Design text_renderer, sky130hd; sources not shown.
==> run_1/clk_routes.png <==
Bar = 20 um.
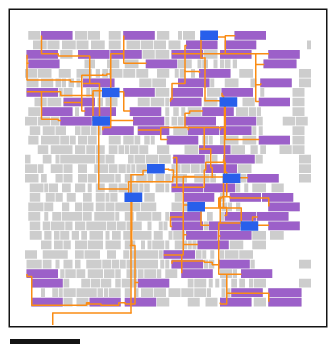
clock drivers -> blue  # count 9
clock wires -> orange  # length 883 um
flip-flops -> purple  # count 74
flops lie = all over the die
Clock Power Share: 25.5%
Clock Skew: 6.635 ps
Skew-Pair Late Insertion Delay: 340 ps

==> run_1/layer_met3.png <==
Cells faint in the background.
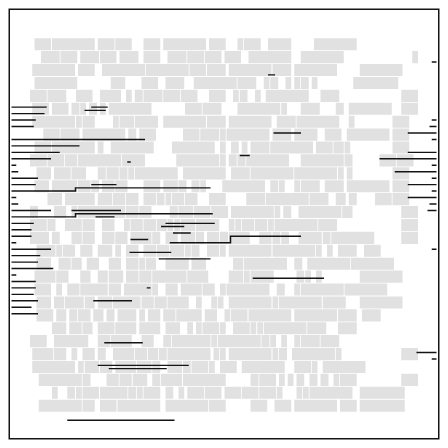
main direction = horizontal
share of all routed wire = 6.2%
nets with wire on the layer = 65
longest straight run = 28.7 um
met3 Use GR: 5.676%
Detailed Route WL: 8182 um

==> run_1/metal_density.png <==
Bar = 20 um. The die is cut into 18 by 18 equal tiles; white is low, dark blue is high, scaled to the fullest tile. Values are wire area over tile area, all layers added.
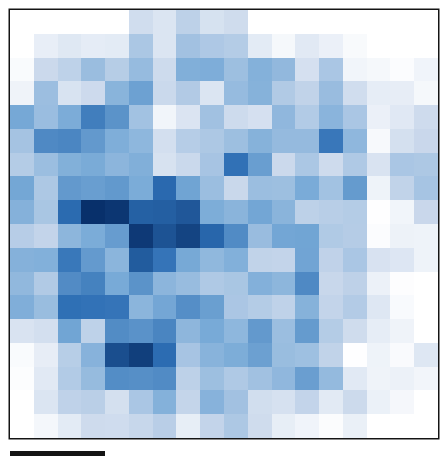
densest ninth of the die = west
tiles over half the peak = 19%
mean over tiles = 0.16
fullest tile = 0.49
nearly empty tiles = 9.9%
vias: 2854
gr usage total: 21.02%
Routed WL per cell: 15.24 um

==> flow_summary.ini, run 1 <==
; yosys + openroad results
[power]
p_sw_uw = 804.6
leakage_nw = 2.300

[yosys]
yosys.area.top_type = dfrtp_1
ys.flop_type = dfrtp_1
yosys_cells = 328
synthesis.area_sq_um = 3578
synth_cell_types = 47

[floorplan]
dieArea_sq_um = 8131
taps = 77
coreArea_sq_um = 6459
ios = 92

[finish]
drive_above_1_share_pct = 29.35
comb_share_pct = 32.74
biggestCellCategory = flip-flops and latches
final_area_sq_um = 5014
flops = 74

[clock_tree]
clk_pin_slew_ps = 80
cts_repair_resize_count = 29
htree_levels = 3
cts_buffers = 9
clock_path_buffers = 2

[final_timing]
slew_headroom_pct = 39.95
rsz0062_at_grt = yes
hold_viol = 0
worst_slew_pin_slew_ps = 900.8

[worst_setup_path]
worstPathArrival_ps = 2930
crit_type = in -> reg
end_kind = register
cp.required_ps = 3000
slowest_stage = a2111oi_4

[grt]
grt_max_degree = 75

[run_status]
status = complete, no violations

[detailed_routing]
via_per_inst = 5.315

[min_path]
hp-class = in -> async
[run 1: layout by cell type, fill, tap and decap left out, drive strengths merged, types with 9 or more instances in the layout]
master | netlist | routed
buf | 14 | 52
inv | 8 | 9
clkbuf | 9 | 11
ha | 12 | 12
clkdlybuf4s50 | 0 | 73
nor2 | 14 | 14
o21ai | 31 | 31
nand2 | 60 | 60
mux2 | 32 | 32
dfrtp | 71 | 71
a21oi | 11 | 11
[run 1: kinds of logic (layout without fill, tap and decap cells)]
logic type | count (synthesis) | in the layout | synth area share, %
compound gates | 57 | 57 | 9.930
xor+xnor | 14 | 14 | 3.637
other cells | 1 | 4 | 0.1048
mux | 35 | 35 | 10.91
buf+inv | 31 | 160 | 4.685
flops | 74 | 74 | 51.85
simple gates | 102 | 102 | 13.57
fa+ha+maj | 14 | 14 | 5.315
[run 1: per-layer routing]
layer,up-vias,routed length (um),GRT usage (%)
met1,1382,3378,25.14
met4,0,102,7.653
met2,92,4197,36.34
met5,-,0,0
li1,1370,-,-
met3,10,504,5.676
[run 1: power groups by stage]
stage | Sequential (mW) | Combinational [mW] | Clock, mW
floorplan | 1.37 | 0.342 | 0
global placement | 1.38 | 0.708 | 0
detailed placement | 1.39 | 0.729 | 0
CTS | 1.37 | 0.742 | 0.746
global route | 1.40 | 0.811 | 0.793
finish | 1.37 | 0.737 | 0.721
[run 1: per-stage QoR]
step / setup WS [ps] / util [%] / hold WS (ps) / TNS (ps) / std cells
after floorplan: -155.8 / - / 124.4 / -370.5 / 331
after global placement: -640.2 / 73.60 / 457.2 / -2964 / 513
after detailed placement: -715.7 / 73.60 / 466.8 / -3343 / 513
after CTS: 12.46 / 77.37 / 219.6 / 0 / 536
after global routing: -7.292 / 77.63 / 257.6 / -12.15 / 537
final: 74.67 / 77.63 / 186.9 / 0 / 537
==> run_1/clocks.png <==
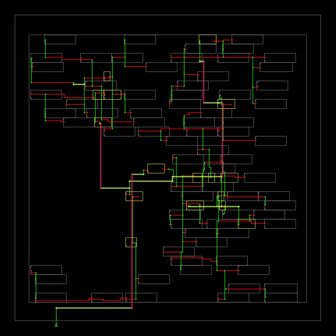

## Run 2: what changed since run 1
--- a/config.mk
+++ b/config.mk
@@ -6,7 +6,7 @@
 export NUM_CORES = 1
 export LEC_CHECK = 0
 export CAP_MARGIN = 20
-export CORE_MARGIN = 4
+export CORE_MARGIN = 2
 export CORE_UTILIZATION = 53
 export DETAILED_ROUTE_END_ITERATION = 8
 export PLACE_DENSITY = 0.86
==> run_2/clocks.png <==
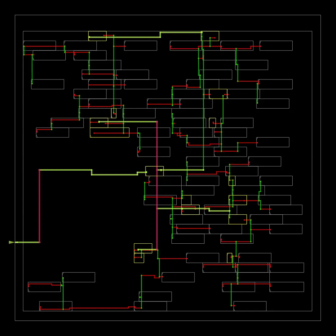
clock buffers: 11
Sink Count: 74

==> run 2 against run 1 <==
Compared with the run above: clock skew increased by 1.9 ps; routed wire length increased by 0.72%; largest cell class unchanged; global-route usage increased by 2.2 points.
==> flow_summary.ini, run 2 <==
; yosys + openroad results
[power]
clock_net_power_uw = 789
p_sw_uw = 797.9
top_power_group = sequential cells
p_comb_uw = 756
pg_seq_mw = 1.38
leakage_nw = 2.300
power_frac_comb_pct = 25.9
power.share.clock_pct = 27.0

[yosys]
yosysChipArea_sq_um = 3578
yosys_cells = 328
synth_cell_types = 47
synthesis.area_sq_um = 3578
yosys.area.top_type = dfrtp_1
synthTopCellsByCount = 71 x dfrtp_1, 60 x nand2_1, 32 x mux2_2

[final_timing]
fmax_mhz = 361.6
fin_ws_ps = 34.43
rsz0062_at_grt = yes
slew_headroom_pct = 40.06
clock-skew-final_ps = 8.558
hold_viol = 0

[floorplan]
die_w_um = 86.17
fp-row-count = 29
dieArea_sq_um = 7425
ios = 92

[detailed_routing]
routed-via-count = 2874
via_per_inst = 5.352
routed_wirelength_um = 8241

[worst_setup_path]
end_kind = register
crit_buf_inv = 3
worstPathArrival_ps = 2970
slowest_stage = fa_1
cp.required_ps = 3010
crit_type = in -> reg

[finish]
lay_top_count = clkdlybuf4s50_1
drive_above_1_share_pct = 28.48
mostFrequentLayoutCells = 73 x clkdlybuf4s50_1, 71 x dfrtp_1, 60 x nand2_1

[run_status]
status = complete, no violations

[clock_tree]
clock_path_buffers = 2
htree_levels = 3
clk_latency_ps = 340
clk_pin_slew_ps = 80

[grt]
grt_util_all_layers_pct = 23.19
antenna_found_initial = 0

[place]
pre_cts_ws_ps = -736.6

[min_path]
hp-class = in -> async
-- run 2: cell counts after synthesis --
Identical to the previous run, type by type.
-- run 2: worst register-to-register path, stage by stage (launching register included) --
cell and delay (ps):
dfrtp_1 450, nand2b_1 200, o22ai_1 180, nand2_1 70, a21oi_1 140
-- run 2: layer usage --
metal | global-route usage (%) | vias to the layer above | routed length (um) | share of wire (%)
met2 | 39.25 | 99 | 4121 | 50
met1 | 28.48 | 1399 | 3425 | 42
li1 | - | 1364 | - | -
met5 | 0 | - | 0 | 0
met4 | 6.676 | 0 | 99 | 1.2
met3 | 7.810 | 12 | 595 | 7.2
-- run 2: cell families (layout without fill, tap and decap cells) --
kind of cell / count (synthesis) / count (layout) / synth area share (%)
simple gates: 102 / 102 / 13.57
flops: 74 / 74 / 51.85
compound gates: 57 / 57 / 9.930
mux: 35 / 35 / 10.91
buf+inv: 31 / 160 / 4.685
fa+ha+maj: 14 / 14 / 5.315
xor+xnor: 14 / 14 / 3.637
other cells: 1 / 4 / 0.1048
-- run 2: cell type report --
type	instances	area (sq um)
Fill cell	384	1378
Sequential cell	74	1856
Clock inverter	5	55.05
Multi-Input combinational cell	226	1638
Inverter	8	30.03
Clock buffer	11	131.4
Tap cell	77	96.34
Timing Repair Buffer	136	1239
-- run 2: what timing repair did --
action                                  CTS  global route
gates resized                            35            15
endpoints found under the setup margin    5             3
cloned                                    0             0
pin swaps                                13            15
hold buffers                              0             0
buffers inserted                          7             3
-- run 2: stage by stage --
stage | instances | setup TNS [ps] | hold slack, ps | util (%)
after global routing | 537 | -72.38 | 259.9 | 78.55
final | 537 | 0 | 183.5 | 78.55
after floorplan | 331 | -370.5 | 124.4 | -
after CTS | 534 | 0 | 235.8 | 77.58
after detailed placement | 511 | -3269 | 466.8 | 73.78
after global placement | 511 | -2878 | 457.5 | 73.78
==> run_2/metal_density.png <==
Bar = 20 um. The die is cut into 17 by 17 equal tiles; white is low, dark blue is high, scaled to the fullest tile. Values are wire area over tile area, all layers added.
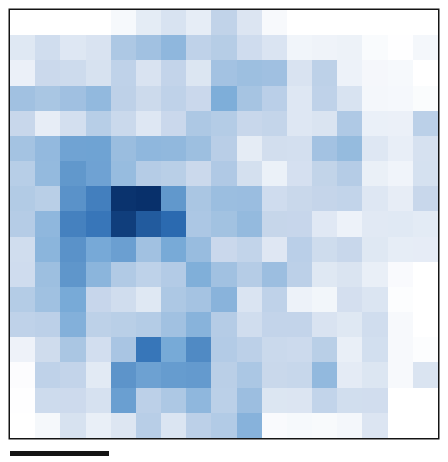

## Run 3: what changed since run 2
--- a/config.mk
+++ b/config.mk
@@ -5,11 +5,12 @@
 export SDC_FILE = /design/constraint.sdc
 export NUM_CORES = 1
 export LEC_CHECK = 0
+export ABC_AREA = 1
 export CAP_MARGIN = 20
 export CORE_MARGIN = 2
 export CORE_UTILIZATION = 53
 export DETAILED_ROUTE_END_ITERATION = 8
-export PLACE_DENSITY = 0.86
+export PLACE_DENSITY = 0.85
 export SLEW_MARGIN = 20
 export SYNTH_ARGS = -nofsm -noshare
 export SYNTH_HDL_FRONTEND = slang
==> run_3/metal_density.png <==
Bar = 20 um. The die is cut into 17 by 17 equal tiles; white is low, dark blue is high, scaled to the fullest tile. Values are wire area over tile area, all layers added.
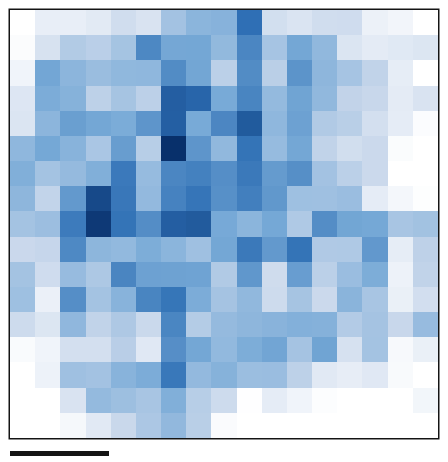
fullest tile = 0.52
tiles over half the peak = 27%
mean over tiles = 0.19
emptiest ninth of the die = south-east
nearly empty tiles = 9.7%
gr usage total: 23.17%
vias: 3201
Routed WL per cell: 14.13 um

==> run 3 against run 2 <==
Compared with the run above: die size grew 1.7%; synthesized cell count up 28%; clock skew decreased by 4.6 ps; register-to-register slack worse by 60 ps; combinational power increased by 3.8%; critical path depth is 6 higher; first-iteration DRC count rose by 78%; sequential share of layout area shrank 0.79 points; non-clock buffer count down 2; worst setup slack better by 79 ps; largest cell class unchanged; largest power group unchanged.
==> flow_summary.ini, run 3 <==
; yosys + openroad results
[run_status]
status = complete, no violations

[grt]
antenna_found_initial = 0

[power]
leakage_nw = 2.583
power_frac_comb_pct = 25.5
power.share.clock_pct = 30.5

[detailed_routing]
wl_met1_um = 3737
routed.top_layer = met4
wl_met2_um = 4562
met3WireLength_um = 402
routed_wirelength_um = 8871

[final_timing]
worst_slew_pin_slew_ps = 915.6
clock-skew-final_ps = 3.989

[worst_setup_path]
end_kind = register
slowest_stage = clkdlybuf4s50_1
crit_buf_inv = 4

[finish]
fin_cells = 628
fillers = 413
drive_above_1_share_pct = 19.53
lay_top_count = nand2_1
mostFrequentLayoutCells = 122 x nand2_1, 75 x clkdlybuf4s50_1, 71 x dfrtp_1
utilization_pct = 76.72

[yosys]
synthAdderAreaFrac_pct = 5.223
yosys_cells = 421
ys_top_logic_family = simple AND/OR/NAND/NOR gates
yosys.area.top_type = dfrtp_1
yosysChipArea_sq_um = 3641
synthesis.area_sq_um = 3641
ys.flop_type = dfrtp_1
synth_cell_types = 35
synthTopCellsByCount = 127 x nand2_1, 71 x dfrtp_1, 41 x inv_1
synth_xor_xnor_area_share_pct = 1.924

[floorplan]
dieArea_sq_um = 7549
coreArea_sq_um = 6719
ios = 92

[clock_tree]
htree_levels = 3
clock_path_buffers = 2
clk_latency_ps = 340
clk_pin_slew_ps = 70
cts.sinks = 74
## run 3: per-stage QoR
step	hold slack, ps	setup WS, ps	TNS (ps)	power [mW]
3_3_place_gp	434.8	-303.8	-1287	2.069
3_5_place_dp	446.8	-388.2	-1800	2.106
4_1_cts	234.4	17.14	0	3.056
6_report	207.2	113.7	0	3.077
2_1_floorplan	124.4	211.7	0	1.694
5_1_grt	294.6	-70.96	-70.96	3.232
## run 3: cells by family after synthesis
| kind of cell | after synthesis |
|---|---|
| AND/OR/NAND/NOR | 198 |
| buffers and inverters | 71 |
| XOR/XNOR | 8 |
| AND-OR/OR-AND | 53 |
| multiplexers | 2 |
| adder cells (fa/ha/maj) | 14 |
| flip-flops | 74 |
| other | 1 |
## run 3: power groups by stage
stage | clock [mW] | sequential [mW] | combinational [mW]
after global routing | 0.992 | 1.37 | 0.869
after global placement | 0 | 1.36 | 0.708
after detailed placement | 0 | 1.37 | 0.738
final | 0.940 | 1.35 | 0.785
after floorplan | 0 | 1.34 | 0.351
after CTS | 0.947 | 1.35 | 0.757
## run 3: area by class of cell
class	count	area [sq um]	area share (%)
Multi-Input combinational cell	279	1553	30.12
Inverter	45	168.9	3.277
Sequential cell	74	1856	36.00
Timing Repair Buffer	134	1249	24.22
Clock inverter	4	73.82	1.432
Tap cell	80	100.1	1.942
Clock buffer	12	155.1	3.010
## run 3: what timing repair did
item	in CTS	in global routing
endpoints found under the setup margin	3	5
pin swaps	4	12
buffers inserted	0	3
resized	8	23
## run 3: metal layers
| metal | GRT usage, % | up-vias |
|---|---|---|
| li1 | - | 1563 |
| met1 | 29.29 | 1525 |
| met2 | 39.28 | 97 |
| met3 | 4.834 | 16 |
| met4 | 8.523 | 0 |
| met5 | 0 | - |
Power is estimated from default activity; no workload was simulated.
